<file path="src/rtl/rv_mem_arbiter.sv">
// Arbiter sharing one single-port synchronous memory between instruction fetch and load/store.
// Data has priority; a consecutive-grant limit guarantees fetch progress.
module rv_mem_arbiter #(
   parameter int ADDR_W     = 32,
   parameter int DATA_W     = 32,
   parameter int MEM_LAT    = 1,
   parameter int MAX_DGRANT = 4
) (
   input  logic                i_clk,
   input  logic                i_rstn,
   input  logic                i_if_req,
   input  logic [ADDR_W-1:0]   i_if_addr,
   output logic                o_if_gnt,
   output logic                o_if_rvalid,
   output logic [DATA_W-1:0]   o_if_rdata,
   input  logic                i_d_req,
   input  logic                i_d_we,
   input  logic [ADDR_W-1:0]   i_d_addr,
   input  logic [DATA_W-1:0]   i_d_wdata,
   input  logic [DATA_W/8-1:0] i_d_be,
   output logic                o_d_gnt,
   output logic                o_d_rvalid,
   output logic [DATA_W-1:0]   o_d_rdata,
   output logic                o_mem_en,
   output logic                o_mem_we,
   output logic [ADDR_W-1:0]   o_mem_addr,
   output logic [DATA_W-1:0]   o_mem_wdata,
   output logic [DATA_W/8-1:0] o_mem_be,
   input  logic [DATA_W-1:0]   i_mem_rdata
);

   // state  | meaning
   // S_IDLE | no transaction outstanding; any request is granted at once
   // S_BUSY | transaction outstanding; lat_cnt == 0 marks the return cycle

   localparam int BE_W  = DATA_W / 8;
   localparam int LAT_W = (MEM_LAT > 1) ? $clog2(MEM_LAT) : 1;
   localparam int SC_W  = $clog2(MAX_DGRANT + 1);

   typedef enum logic {S_IDLE, S_BUSY} state_t;

   state_t            state, state_nxt;
   logic [LAT_W-1:0]  lat_cnt, lat_nxt;
   logic [SC_W-1:0]   starv_cnt, starv_nxt;
   logic              own_d, own_d_nxt;
   logic              own_we, own_we_nxt;
   logic              ret_cycle;
   logic              can_gnt;
   logic              fetch_pick;

   always_ff @(posedge i_clk or negedge i_rstn) begin
      if (!i_rstn) begin
         state     <= S_IDLE;
         lat_cnt   <= '0;
         starv_cnt <= '0;
         own_d     <= 1'b0;
         own_we    <= 1'b0;
      end else begin
         state     <= state_nxt;
         lat_cnt   <= lat_nxt;
         starv_cnt <= starv_nxt;
         own_d     <= own_d_nxt;
         own_we    <= own_we_nxt;
      end
   end

   always_comb begin
      state_nxt   = state;
      lat_nxt     = lat_cnt;
      starv_nxt   = starv_cnt;
      own_d_nxt   = own_d;
      own_we_nxt  = own_we;
      o_if_gnt    = 1'b0;
      o_if_rvalid = 1'b0;
      o_if_rdata  = '0;
      o_d_gnt     = 1'b0;
      o_d_rvalid  = 1'b0;
      o_d_rdata   = '0;
      o_mem_en    = 1'b0;
      o_mem_we    = 1'b0;
      o_mem_addr  = '0;
      o_mem_wdata = '0;
      o_mem_be    = '0;

      ret_cycle  = i_rstn && (state == S_BUSY) && (lat_cnt == '0);
      // Grants are combinational, so they must be suppressed while reset is held.
      can_gnt    = i_rstn && ((state == S_IDLE) || ret_cycle);
      fetch_pick = i_if_req && (!i_d_req || (starv_cnt == SC_W'(MAX_DGRANT)));

      if ((state == S_BUSY) && (lat_cnt != '0))
         lat_nxt = lat_cnt - LAT_W'(1);

      if (ret_cycle) begin
         state_nxt = S_IDLE;
         if (own_d) begin
            o_d_rvalid = 1'b1;
            o_d_rdata  = own_we ? '0 : i_mem_rdata;
         end else begin
            o_if_rvalid = 1'b1;
            o_if_rdata  = i_mem_rdata;
         end
      end

      if (can_gnt && fetch_pick) begin
         o_if_gnt   = 1'b1;
         o_mem_en   = 1'b1;
         o_mem_addr = i_if_addr;
         o_mem_be   = {BE_W{1'b1}};
         own_d_nxt  = 1'b0;
         own_we_nxt = 1'b0;
         state_nxt  = S_BUSY;
         lat_nxt    = LAT_W'(MEM_LAT - 1);
      end else if (can_gnt && i_d_req) begin
         o_d_gnt     = 1'b1;
         o_mem_en    = 1'b1;
         o_mem_we    = i_d_we;
         o_mem_addr  = i_d_addr;
         o_mem_wdata = i_d_wdata;
         o_mem_be    = i_d_be;
         own_d_nxt   = 1'b1;
         own_we_nxt  = i_d_we;
         state_nxt   = S_BUSY;
         lat_nxt     = LAT_W'(MEM_LAT - 1);
      end

      if (!i_if_req || o_if_gnt)
         starv_nxt = '0;
      else if (o_d_gnt && (starv_cnt != SC_W'(MAX_DGRANT)))
         starv_nxt = starv_cnt + SC_W'(1);
   end

endmodule

</file>
<file path="config.mk">
export PLATFORM = sky130hd
export DESIGN_NAME = rv_mem_arbiter
export DESIGN_NICKNAME = d
export VERILOG_FILES = /design/src/rtl/rv_mem_arbiter.sv
export SDC_FILE = /design/constraint.sdc
export NUM_CORES = 1
export LEC_CHECK = 0
export ABC_AREA = 1
export CORE_AREA = 5 5 103 105
export DETAILED_ROUTE_END_ITERATION = 8
export DIE_AREA = 0 0 108 110
export GPL_ROUTABILITY_DRIVEN = 1
export PLACE_DENSITY = 0.69
export SYNTH_ARGS = -nofsm -noshare
export SYNTH_HDL_FRONTEND = slang
export SYNTH_SLANG_ARGS = --single-unit
</file>
<file path="constraint.sdc">
create_clock -name i_clk -period 2.2 [get_ports i_clk]
set_input_delay 0.66 -clock i_clk [delete_from_list [all_inputs] [get_ports i_clk]]
set_output_delay 0.66 -clock i_clk [all_outputs]
set_load 0.05 [all_outputs]
</file>
Run 1, placement by cell class:
Scale bar: 20 µm. Fill, decap, tap and diode cells in gray.
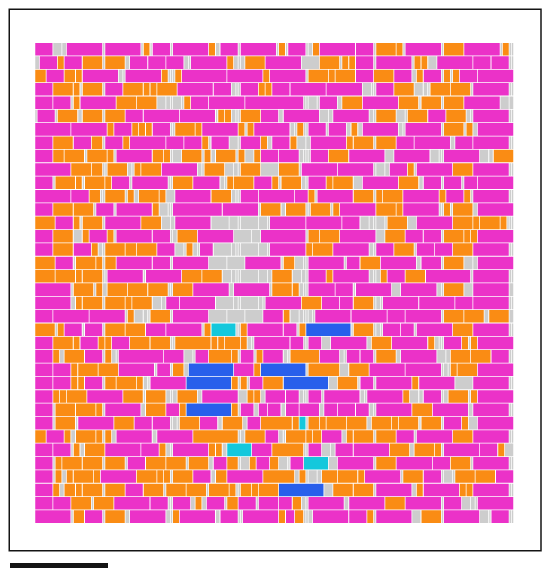
[flops] blue | cells: 7
[combinational and other logic] orange | cells: 377
[other buffers and delay cells] magenta | cells: 350
[clock drivers and dummy loads] cyan | cells: 4
Core Util, Final: 89.3%
sequential cell area share: 2.05%
# rows: 36

Run 1, local utilization:
11 x 11 tiles, from black (low) to pale yellow (high), 0 to 100% covered.
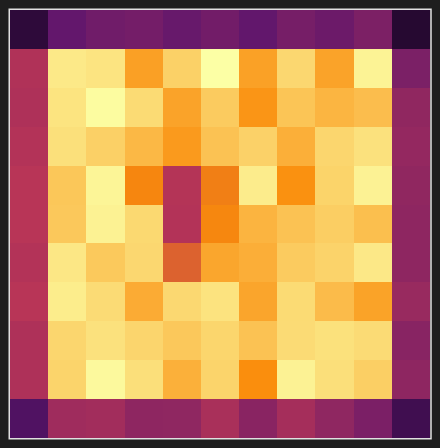
tiles over 75% full: 62%
mean over tiles: 70%
fullest tile: 100%
Core Footprint: 0.00955 mm²
Initial Util: 18.6%

==> results.json, run 1 <==
{
  "slew_violations": 0,
  "antenna_found_initial": 0,
  "period_needed_ns": 2.51,
  "fin_cells": 871,
  "cts_sinks": 7,
  "synth_cell_types": 17,
  "viasPerCell": 4.57,
  "ys_sh_aoi_pct": 0.775,
  "avgSynthCellArea_um2": 4.35,
  "tightest_slew_ns": 0.279,
  "synthesis.area_mm2": 0.00178,
  "ys_sh_mux_pct": 0,
  "crit_chain": "buf_6, buf_6, buf_6, nand3_4, nor2_4, nand2_4, buf_12, buf_12, nor2_4, buf_12",
  "max_freq_ghz": 0.399,
  "hpwl_um": 11200,
  "yosys_most_used_dff": "dfrtp_1",
  "area_leaders": "nand2_1, nor2_1, inv_1",
  "min_period_over_period_pct": 114,
  "violations": "negative setup slack",
  "criticalPathCategory": "primary input to output port",
  "place_area_mm2": 0.00682,
  "yosysMostFrequentCell": "nand2_1",
  "whs_ns": 0.504,
  "htreeDepth": 1,
  "ys_cells": 408,
  "grt_max_degree": 33,
  "yosysSeqAreaShare_pct": 9.87,
  "drt_iter0_drc": 127,
  "cts_tree": "done",
  "dieArea_mm2": 0.0119,
  "end_kind": "output port",
  "path_clk_slew_ns": 0.04,
  "ys_warn_count": 0,
  "drcViolationCount": 0,
  "worstPathMaxFanout": 6,
  "grt_overflow": 0,
  "num-nets-final": 878,
  "arrival_ns": 1.85,
  "synth-seq-cells": 7,
  "finalHoldViolCount": 0,
  "rr_worst_depth": 11,
  "setup_violations": 136,
  "grt_pass1_wl_um": 24800,
  "hold_path.class": "primary input to async pin",
  "ys_async_sr_fraction_pct": 100,
  "maxCapViolCount": 0,
  "yosysTopAreaCell": "nand2_1",
  "finalPower_mw": 2.59,
  "place_congestion": 0.800,
  "crit_required_ns": 1.54,
  "vdd_drop_max_mv": 0.201,
  "wl_per_cell_um": 20.8,
  "clk_path_buf_depth": 2,
  "cts-resized-gates": 251,
  "power_leakage_nw": 3.84,
  "critPathMaxStageDelay_ns": 0.15,
  "grt_pass1_vias": 4359,
  "finalWorstSetupSlack_ns": -0.309,
  "ys_chip_area_mm2": 0.00178,
  "netlist_top_cells_count": "nand2_1, nor2_1, inv_1, buf_2, buf_4",
  "route.vias.total": 3980,
  "status": "complete, but fails checks",
  "fin_area_mm2": 0.00853,
  "fp_nets": 547,
  "area_growth_pct": 381,
  "simple_gate_area_share_pct": 63.4,
  "ctsHoldBuffers": 0,
  "tool_warnings": 30,
  "slew-limit-headroom_pct": 81.4,
  "logic_family": "simple AND/OR/NAND/NOR gates",
  "synth-edff-count": 0,
  "numCtsBuffers": 3,
  "final.setup_skew_ns": 0.00320,
  "dp_cells": 821,
  "n_antenna_cell": 0,
  "io_pins": 275,
  "antenna_left": 0,
  "insertion_delay_ns": 0.24,
  "ys_sh_adder_pct": 1.41,
  "power_density_mw_per_mm2": 303
}
Run 1, signal wires by layer:
Scale bar: 20 µm. Only two layers are drawn.
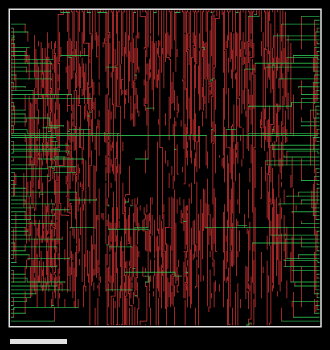
[metal 3] green | wire length: 1590 µm
[metal 2] red | wire length: 10100 µm
final wirelength: 18100 µm
GRT Total Usage: 27.2%

Run 1, pin map:
Scale bar: 20 µm. Pins as bars across the die edge, other pins in gray.
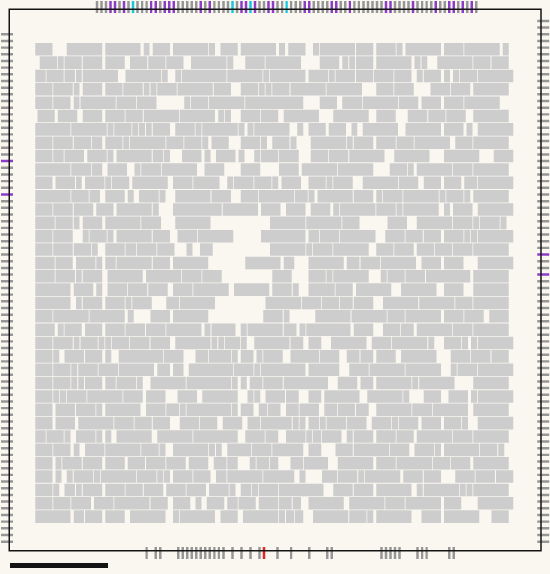
[`i_rstn`] red | pins: 1 | direction: input | edge: bottom
[`i_d_wdata`] purple | pins: 32 | direction: input | edge: 28 top, 2 right, 2 left
[`o_mem_be`] cyan | pins: 4 | direction: output | edge: top
Die Wd: 108 µm
die height: 110 µm
I/O Buffers: 274

## run 1: flip-flops by register name, summed over array words and instances, names as in the netlist
name	flops
lat_cnt	1
own_d	1
own_we	1
starv_cnt	3
state	1
## run 1: placed cells by master (no fill, tap or decap), types with 2 or more instances in the layout
cell type        instances
clkbuf_8                 3
nor2_1                  29
buf_6                   14
buf_4                   32
buf_12                 161
inv_1                   70
nand3_4                  4
buf_8                    2
clkbuf_16                4
nand2_4                 88
clkdlybuf4s50_1        133
buf_2                    2
nand3_1                  2
dfrtp_1                  7
nor2_2                   6
nand2_1                 53
inv_2                    4
nor2_4                  98
nand2_2                 12
inv_4                    2
## run 1: report_power, final
group | leakage (nW) | switching [mW] | internal, mW
combinational | 3.73 | 1.16 | 1.08
sequential | 0.0898 | 0.00578 | 0.137
clock | 0.0228 | 0.0678 | 0.126
total | 3.84 | 1.24 | 1.35
## run 1: final cells by class
cell class	instances	area [µm²]
clock buffer	4	45.0
fill	385	1020
inverter	77	299
multi-input combinational	300	2690
sequential	7	175
tap	133	166
timing repair buffer	350	5150
## run 1: final timing paths
check	startpoint	to	slack, ns
max	i_rstn	o_d_rdata[28]	-0.31
min	i_rstn	state	0.50
min in group i_clk	own_we	own_we	0.56
max reg2reg	starv_cnt[0]	own_d	0.47
min reg2reg	own_we	own_we	0.56
max in group asynchronous	i_rstn	own_d	1.53
## run 1: logic make-up after synthesis
kind of cell / Yosys count
xor+xnor: 1
fa+ha+maj: 2
buf+inv: 101
compound gates: 2
simple gates: 295
flops: 7
## run 1: worst max-delay path, delay by kind of cell
kind | cells | cell delay, ns
buf+inv | 6 | 0.72
simple gates | 4 | 0.47
## run 1: per-layer routing
layer	track usage (%)	wire length [µm]
met2	54.7	10100
met4	9.74	666
met3	7.40	1590
met5	0	0
met1	26.4	5780
==> run 2, diff against run 1 <==
- HOLD_SLACK_MARGIN: not set -> 0.1
Run 2, track usage over the die:
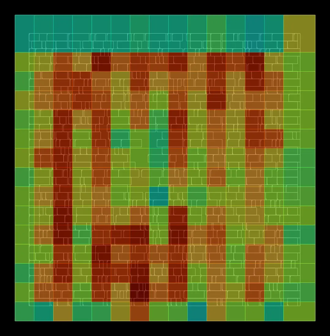
GRT Max-Usage Layer: met2
Wirelength per Cell: 20.8 µm
GR Util met1: 26.4%
met3 GRT Util: 7.40%
met2 Usage GRT: 54.7%

==> run 2 against run 1 <==
Net effect:
- the flow still finishes with violations (negative setup slack)
- maximum frequency is the same
- global-route usage stayed put
- clock power about the same
- flip-flop count unchanged
- hold slack unchanged
- synthesized area stayed put
- total power did not move
- count of clock-buffer cells in the layout stayed put
- critical path type unchanged
- highest routed layer unchanged
==> results.json, run 2 <==
{
  "tool_warnings": 30,
  "yosysMostFrequentCell": "nand2_1",
  "finalWorstSetupSlack_ns": -0.309,
  "period_needed_ns": 2.51,
  "antenna_found_initial": 0,
  "final.setup_skew_ns": 0.00320,
  "ys_chip_area_mm2": 0.00178,
  "slew_violations": 0,
  "synth_cell_types": 17,
  "io_pins": 275,
  "grt_pass1_vias": 4359,
  "n_antenna_cell": 0,
  "max_freq_ghz": 0.399,
  "dp_cells": 821,
  "largest_register_ffs": 3,
  "num-nets-final": 878,
  "tightest_slew_ns": 0.279,
  "vdd_drop_max_mv": 0.201,
  "coreArea_mm2": 0.00955,
  "slew-limit-headroom_pct": 81.4,
  "grt_max_degree": 33,
  "dieHeight_um": 110,
  "finalHoldViolCount": 0,
  "ys_sh_mux_pct": 0,
  "place_area_mm2": 0.00682,
  "path_clk_slew_ns": 0.04,
  "avgSynthCellArea_um2": 4.35,
  "finalPower_mw": 2.59,
  "die_w_um": 108,
  "numCtsBuffers": 3,
  "fp_nets": 547,
  "htreeDepth": 1,
  "maxCapViolCount": 0,
  "critPathMaxStageDelay_ns": 0.15,
  "io_buffers": 274,
  "crit_chain": "buf_6, buf_6, buf_6, nand3_4, nor2_4, nand2_4, buf_12, buf_12, nor2_4, buf_12",
  "grt_pass1_wl_um": 24800,
  "rows": 36,
  "end_kind": "output port",
  "yosys_most_used_dff": "dfrtp_1",
  "violations": "negative setup slack",
  "regArea_um2": 175,
  "power_density_mw_per_mm2": 303,
  "arrival_ns": 1.85,
  "layout_top_cell": "buf_12",
  "final_cell_mix": "buf_12, clkdlybuf4s50_1, nor2_4",
  "initial_core_util_pct": 18.6,
  "crit_required_ns": 1.54,
  "fin_cells": 871,
  "criticalPathCategory": "primary input to output port",
  "synth-seq-cells": 7,
  "netlist_top_cells_count": "nand2_1, nor2_1, inv_1, buf_2, buf_4",
  "hpwl_um": 11200,
  "ys_warn_count": 0,
  "worstPathMaxFanout": 6,
  "yosysSeqAreaShare_pct": 9.87,
  "logic_family": "simple AND/OR/NAND/NOR gates",
  "power_leakage_nw": 3.84,
  "drt_iter0_drc": 127,
  "area_growth_pct": 381,
  "status": "complete, but fails checks",
  "fin_area_mm2": 0.00853,
  "synthesis.area_mm2": 0.00178,
  "yosysTopAreaCell": "nand2_1",
  "track_usage_pct": 27.2,
  "synth-edff-count": 0,
  "setup_violations": 136,
  "ys_sh_adder_pct": 1.41,
  "antenna_left": 0,
  "simple_gate_area_share_pct": 63.4,
  "routed_wl_um": 18100,
  "regMostFlops": "starv_cnt",
  "dieArea_mm2": 0.0119,
  "cts_sinks": 7,
  "cp_top_family": "buffers and inverters",
  "place_congestion": 0.800,
  "grt_overflow": 0,
  "ys_async_sr_fraction_pct": 100,
  "cts_tree": "done"
}
Run 2, signal wires by layer:
Scale bar: 20 µm. Only two layers are drawn.
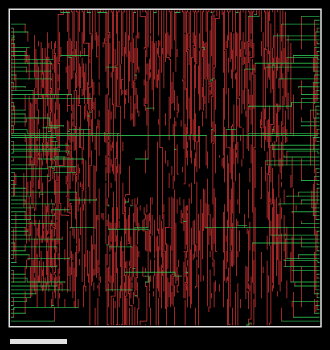
[metal 2] red | wire length: 10100 µm
[metal 3] green | wire length: 1590 µm
routed vias: 3980

[run 2: path summary, 6_finish.rpt]
check / startpoint / endpoint / slack (ns) / cells after the start
setup / recovery: i_rstn / o_d_rdata[28] / -0.31 / 10
hold / removal: i_rstn / state / 0.50 / 4
setup reg to reg: starv_cnt[0] / own_d / 0.47 / 11
hold reg to reg: own_we / own_we / 0.56 / 2
max in group asynchronous: i_rstn / own_d / 1.53 / 5
min in group i_clk: own_we / own_we / 0.56 / 2
[run 2: worst min-delay path: stages]
cell	delay (ns)
buf_6	0.07
buf_6	0.11
buf_4	0.10
buf_4	0.12
[run 2: cell families (layout without fill, tap and decap cells)]
kind of cell | Yosys count | count (layout)
AND-OR/OR-AND | 2 | 2
XOR/XNOR | 1 | 1
adder cells (fa/ha/maj) | 2 | 2
buffers and inverters | 101 | 431
flip-flops | 7 | 7
AND/OR/NAND/NOR | 295 | 295
[run 2: power by group]
part	total (mW)	internal, mW	switching [mW]
clock network	0.194	0.126	0.0678
logic	2.25	1.08	1.16
registers	0.143	0.137	0.00578
total	2.59	1.35	1.24
[run 2: repair_timing]
action | in CTS | in global routing
pin swaps | 63 | 26
endpoints found under the setup margin | 138 | 137
cloned | 12 | 4
resized | 251 | 76
hold endpoints to repair | 0 | 0
setup buffers | 34 | 14
[run 2: layer usage]
layer  global-route usage [%]  share of wire, %  vias up
met2                     54.7                56      231
li1                         -                 -     1808
met1                     26.4                32     1893
met5                        0                 0        -
met4                     9.74               3.7        0
met3                     7.40               8.8       48
[run 2: area by class of cell]
cell class / count / area share (%)
Timing Repair Buffer: 350 / 60.4
Tap cell: 133 / 1.95
Sequential cell: 7 / 2.05
Clock buffer: 4 / 0.528
Multi-Input combinational cell: 300 / 31.6
Inverter: 77 / 3.50
No activity file was given, so power comes from the tool's default toggle rates.
